===== config.mk =====
export PLATFORM = sky130hd
export DESIGN_NAME = datapath_ctrl
export DESIGN_NICKNAME = d
export VERILOG_FILES = /design/src/rtl/datapath_ctrl.sv
export SDC_FILE = /design/constraint.sdc
export NUM_CORES = 1
export LEC_CHECK = 0
export CAP_MARGIN = 20
export CORE_MARGIN = 4
export CORE_UTILIZATION = 30
export CTS_BUF_LIST = sky130_fd_sc_hd__clkbuf_8
export CTS_CLUSTER_DIAMETER = 80
export DETAILED_ROUTE_END_ITERATION = 8
export PLACE_DENSITY = 0.65
export SYNTH_ARGS = -nofsm -noshare
export SYNTH_HDL_FRONTEND = slang
export SYNTH_SLANG_ARGS = --single-unit

===== constraint.sdc =====
create_clock -name clk -period 2.7 [get_ports clk]
set_clock_uncertainty 0.2 [all_clocks]
set_input_delay 0.54 -clock clk [delete_from_list [all_inputs] [get_ports clk]]
set_output_delay 0.54 -clock clk [all_outputs]
set_load 0.05 [all_outputs]

===== src/rtl/datapath_ctrl.sv =====
// Three-state sequencer (IDLE/EXEC/WB) driving the regfile/ALU datapath.
// Latches one micro-instruction per handshake and owns the architectural flags.
module datapath_ctrl #(
  parameter int CNT_W = 8
) (
  input  logic             clk,
  input  logic             rst,
  input  logic             instr_valid,
  input  logic [10:0]      instr,
  output logic             instr_ready,
  input  logic             clr_ovf,
  input  logic             Zero,
  input  logic             Overflow,
  output logic             wr,
  output logic [2:0]       ALUControl,
  output logic [1:0]       addr1,
  output logic [1:0]       addr2,
  output logic [1:0]       addr3,
  output logic             z_flag,
  output logic             v_flag,
  output logic             ovf_sticky,
  output logic             done,
  output logic [CNT_W-1:0] retired
);

  typedef enum logic [1:0] {
    IDLE,
    EXEC,
    WB
  } state_t;

  state_t           state_q, state_d;
  logic [2:0]       op_q;
  logic [1:0]       a1_q, a2_q, a3_q;
  logic             wb_en_q, wb_en_d;
  logic             wr_q, done_q;
  logic             z_q, v_q, s_q;
  logic [CNT_W-1:0] ret_q;
  logic             accept;

  assign instr_ready = (state_q == IDLE) && rst;
  assign accept      = instr_ready && instr_valid;

  // Gate decision uses the flags from before this instruction.
  always_comb begin
    wb_en_d = 1'b0;
    unique case (instr[10:9])
      2'b00:   wb_en_d = 1'b1;
      2'b01:   wb_en_d = z_q;
      2'b10:   wb_en_d = ~z_q;
      default: wb_en_d = 1'b0;
    endcase
  end

  always_comb begin
    state_d = state_q;
    unique case (state_q)
      IDLE:    if (accept) state_d = EXEC;
      EXEC:    state_d = WB;
      WB:      state_d = IDLE;
      default: state_d = IDLE;
    endcase
  end

  always_ff @(posedge clk or negedge rst) begin
    if (!rst) begin
      state_q <= IDLE;
      op_q    <= '0;
      a1_q    <= '0;
      a2_q    <= '0;
      a3_q    <= '0;
      wb_en_q <= 1'b0;
      wr_q    <= 1'b0;
      done_q  <= 1'b0;
      z_q     <= 1'b0;
      v_q     <= 1'b0;
      s_q     <= 1'b0;
      ret_q   <= '0;
    end else begin
      state_q <= state_d;
      if (accept) begin
        op_q    <= instr[8:6];
        a3_q    <= instr[5:4];
        a1_q    <= instr[3:2];
        a2_q    <= instr[1:0];
        wb_en_q <= wb_en_d;
      end
      wr_q   <= (state_q == EXEC) && wb_en_q;
      done_q <= (state_q == EXEC);
      if (state_q == EXEC) begin
        z_q <= Zero;
        v_q <= Overflow;
      end
      // A capture in the same cycle as a clear keeps the sticky bit set.
      if ((state_q == EXEC) && Overflow)
        s_q <= 1'b1;
      else if (clr_ovf)
        s_q <= 1'b0;
      if (state_q == WB)
        ret_q <= ret_q + CNT_W'(1);
    end
  end

  assign wr         = wr_q;
  assign done       = done_q;
  assign ALUControl = op_q;
  assign addr1      = a1_q;
  assign addr2      = a2_q;
  assign addr3      = a3_q;
  assign z_flag     = z_q;
  assign v_flag     = v_q;
  assign ovf_sticky = s_q;
  assign retired    = ret_q;

endmodule


### Wires at chosen ports, followed through buffers, run 1

Drawn at 6 px/um.
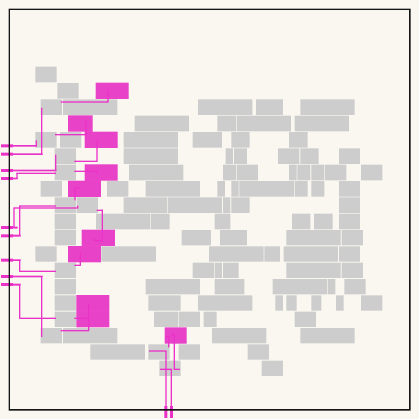
Key: magenta = instr [direction input, edge 9 west, 2 south, end cells 10, buffers 11, wire 182 um]

### Cell area per tile, run 1

Drawn at 4 px/um. The die is cut into 7 by 7 equal tiles; dark purple is low, yellow is high, 0 to 100% covered.
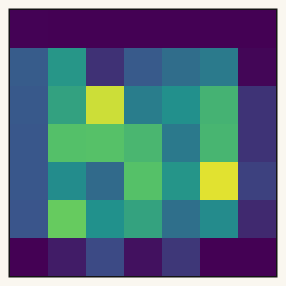
The fullest tile reaches 96%. 6.1% of the tiles are over 75% full. 22% of the tiles are nearly empty. The densest ninth of the die: centre. The mean over all tiles is 33%. The emptiest ninth of the die: north-east.

### Register map, names as in the netlist, run 1

Drawn at 6 px/um. Other sequential cells in the stronger grey, the rest of the logic in the fainter grey.
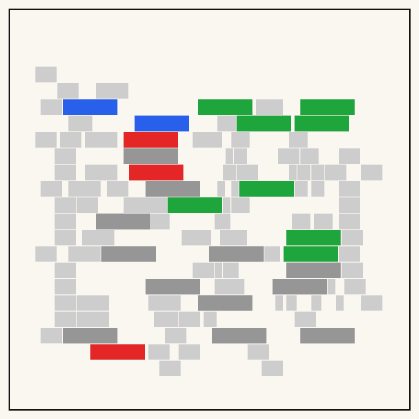
Key: blue = addr3 [sequential cells 2]; green = retired [sequential cells 8]; red = ALUControl [sequential cells 3]
Another 12 sequential cells are not coloured.

==> metrics.log, run 1 <==
[flow] final metrics
INFO  metric outcome = finished, final reports clean
INFO  metric wl_met2 = 810 um
INFO  metric die.size.x = 66.5 um
INFO  metric seq_area = 626 sq um
INFO  metric synth.largest_area_cell = sky130_fd_sc_hd__dfrtp_1
INFO  metric gr-total-overflow = 0
INFO  metric ys_dominant_reg_cell = sky130_fd_sc_hd__dfrtp_1
INFO  metric post-place-ws = 0.373 ns
INFO  metric synth_nets = 87
INFO  metric ys.warnings.count = 0
INFO  metric cp-endpoint = retired[0]
INFO  metric fillerInstances = 311
INFO  metric timing.critical_path.from = retired[0]$_DFFE_PN0N_
INFO  metric share_of_synthesized_area_occupied_by_flip_flops_and_latches = 60.9%
INFO  metric detail_route.vias_per_cell = 4.27
INFO  metric portBuffers = 39
INFO  metric crit_path_end_kind = output pin
INFO  metric finalNonFillerCells = 156
INFO  metric globalRouteMet1Util = 15.7%
INFO  metric final_instance_area = 1520 sq um
INFO  metric place_inst = 152
INFO  metric final_util = 48.1%
INFO  metric synthesis.area_per_instance = 14.9 sq um
INFO  metric yosys-stat-cells = 69
INFO  metric async_reset_ff_share = 100%
INFO  metric reg2reg_depth = 3
INFO  metric yosys_top_cell_area_share = 60.9%
INFO  metric antenna_found_initial = 0
INFO  metric buffers_excl_clock = 40
INFO  metric groute.layer.met3.usage = 3.71%
INFO  metric crit_path_cell_trace = clkdlybuf4s50_1
INFO  metric dpl-instance-area = 1470 sq um
INFO  metric path_max_fanout = 6
INFO  metric power.largest_group = combinational cells
INFO  metric core_util_floorplan = 32.6%
INFO  metric clock_input_transition_at_the_sequential_cells_of_the_worst_setup_and_hold_paths = 0.08 ns
INFO  metric floorplan.die_area = 4420 sq um
INFO  metric insertedDiodeCount = 0
INFO  metric finalWorstSetupSlack = 0.404 ns
INFO  metric cts_tree = done
INFO  metric family_with_the_most_delay_on_the_worst_path = buffers and inverters
INFO  metric grtUsageMet2 = 14.0%
INFO  metric layout.nets = 131
INFO  metric count_of_multi_input_gates = 41
INFO  metric number_of_standard_cells_after_synthesis = 69
INFO  metric ys_sh_simple = 11.9%
INFO  metric most-common-layout-cells = sky130_fd_sc_hd__clkdlybuf4s50_1 (38), sky130_fd_sc_hd__dfrtp_1 (25), sky130_fd_sc_hd__mux2_4 (9)
INFO  metric worstSetupPathDepth = 1
INFO  metric hold_start = retired[7]$_DFFE_PN0N_
INFO  metric grt_first_pass_wirelength = 3520 um
INFO  metric top_area_cell_class = sequential cells
INFO  metric post_synth_mux_area_share = 16.3%
INFO  metric end_of_the_worst_register_to_register_path = addr3[0]$_DFFE_PN0P_
INFO  metric die_h = 66.5 um
INFO  metric seq_cell_power = 0.523 mW
INFO  metric power.share.clock = 16.4%
INFO  metric largest_register_ffs = 8
INFO  metric grt_setup_unrepaired = false
INFO  metric final-nonclk-buf-share = 26.9%
INFO  metric clk_latency = 0.26 ns
INFO  metric power.density = 852 nW/um^2
INFO  metric ioPinCount = 40
INFO  metric clockNetworkAreaShare = 2.97%
INFO  metric synth.lib_cells_used.distinct = 20
INFO  metric hold_class = flop to flop
INFO  metric detail_route.wl_per_cell = 12.9 um
INFO  metric final-setup-viol-count = 0
INFO  metric switching_share = 40.1%
INFO  metric fraction_of_area_in_multi_input_gates = 24.7%
INFO  metric synth-area-yosys = 1030 sq um
INFO  metric ant_nets = 0
INFO  metric detailedPlacementHpwl = 1550 um
INFO  metric timing.critical_path.required = 1.96 ns
INFO  metric power_combinational = 0.556 mW
INFO  metric power_clock = 0.212 mW
INFO  metric floorplan.rows = 20
INFO  metric setup_tns = 0 ns
INFO  metric seq_share = 41.3%
INFO  metric postRouteWirelength = 2020 um
INFO  metric grtUsageTotal = 10.5%
INFO  metric n_sequential_cell = 25
INFO  metric dr.pass1.iters = 3
==> inputs of run 2 (changes only) <==
==> constraint.sdc (replaced) <==
create_clock -name clk -period 2.3 [get_ports clk]
set_clock_uncertainty 0.2 [all_clocks]
set_input_delay 0.46 -clock clk [delete_from_list [all_inputs] [get_ports clk]]
set_output_delay 0.46 -clock clk [all_outputs]
set_load 0.05 [all_outputs]
### Gate families picked out, run 2

Drawn at 8 px/um.
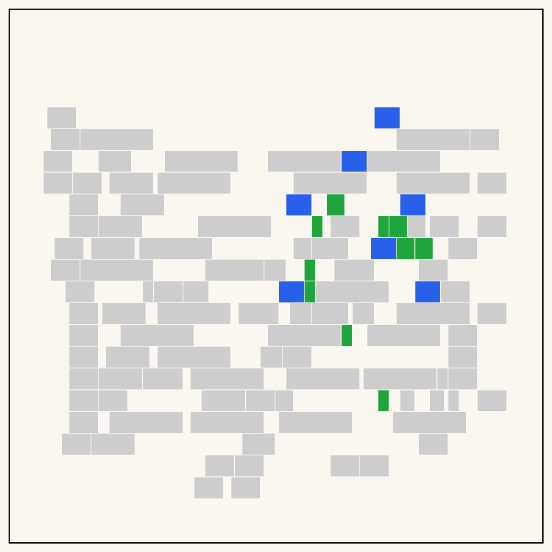
Key: green = nand cells [cells 10]; blue = xor and xnor cells [cells 7]

==> run 2 against run 1 <==
Clock power is 16% higher. Area after synthesis stayed put. Non-clock buffer count is 1 higher. Critical endpoint unchanged. Clock-buffer cell count stayed put. Global-route usage is 0.56 points lower. Largest cell class unchanged.
==> metrics.log, run 2 <==
[flow] final metrics
INFO  metric outcome = finished, final reports clean (unchanged)
INFO  metric most-common-layout-cells = sky130_fd_sc_hd__clkdlybuf4s50_1 (38), sky130_fd_sc_hd__dfrtp_1 (25), sky130_fd_sc_hd__mux2_4 (9) (unchanged)
INFO  metric power.density = 991 nW/um^2 (was 852 nW/um^2)
INFO  metric power.share.clock = 16.3% (was 16.4%)
INFO  metric grt_setup_unrepaired = false (unchanged)
INFO  metric clk_latency = 0.26 ns (about the same)
INFO  metric synth-area-yosys = 1030 sq um (unchanged)
INFO  metric ioPinCount = 40 (unchanged)
INFO  metric grt_first_pass_wirelength = 3340 um (was 3520 um)
INFO  metric family_with_the_most_delay_on_the_worst_path = buffers and inverters (unchanged)
INFO  metric post_synth_mux_area_share = 16.3% (unchanged)
INFO  metric gr-total-overflow = 0 (unchanged)
INFO  metric dr.pass1.iters = 4 (was 3)
INFO  metric detail_route.wl_per_cell = 12.4 um (was 12.9 um)
INFO  metric globalRouteMet1Util = 13.1% (was 15.7%)
INFO  metric fraction_of_area_in_multi_input_gates = 24.6% (was 24.7%)
INFO  metric yosys-stat-cells = 69 (unchanged)
INFO  metric finalNonFillerCells = 157 (was 156)
INFO  metric final-nonclk-buf-share = 27.3% (was 26.9%)
INFO  metric floorplan.rows = 20 (unchanged)
INFO  metric n_sequential_cell = 25 (unchanged)
INFO  metric share_of_synthesized_area_occupied_by_flip_flops_and_latches = 60.9% (unchanged)
INFO  metric detail_route.vias_per_cell = 4.25 (was 4.27)
INFO  metric fillerInstances = 317 (was 311)
INFO  metric worstSetupPathDepth = 1 (unchanged)
INFO  metric synth_nets = 87 (unchanged)
INFO  metric ys_dominant_reg_cell = sky130_fd_sc_hd__dfrtp_1 (unchanged)
INFO  metric end_of_the_worst_register_to_register_path = addr3[0]$_DFFE_PN0P_ (unchanged)
INFO  metric clock_input_transition_at_the_sequential_cells_of_the_worst_setup_and_hold_paths = 0.08 ns (about the same)
INFO  metric floorplan.die_area = 4420 sq um (unchanged)
INFO  metric final_util = 48.3% (was 48.1%)
INFO  metric final_instance_area = 1520 sq um (about the same)
INFO  metric hold_start = retired[7]$_DFFE_PN0N_ (unchanged)
INFO  metric seq_share = 41.1% (was 41.3%)
INFO  metric largest_register_ffs = 8 (unchanged)
INFO  metric seq_area = 626 sq um (unchanged)
INFO  metric async_reset_ff_share = 100% (unchanged)
INFO  metric ys_sh_simple = 11.9% (unchanged)
INFO  metric power_clock = 0.245 mW (was 0.212 mW)
INFO  metric top_area_cell_class = sequential cells (unchanged)
### Cell area per tile, run 2

Drawn at 4 px/um. The die is cut into 7 by 7 equal tiles; dark purple is low, yellow is high, 0 to 100% covered.
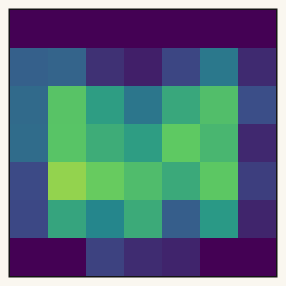
The densest ninth of the die: centre. The fullest tile reaches 83%. The emptiest ninth of the die: north. 4.1% of the tiles are over 75% full. 22% of the tiles are nearly empty.

Power and IR drop assume default switching activity.
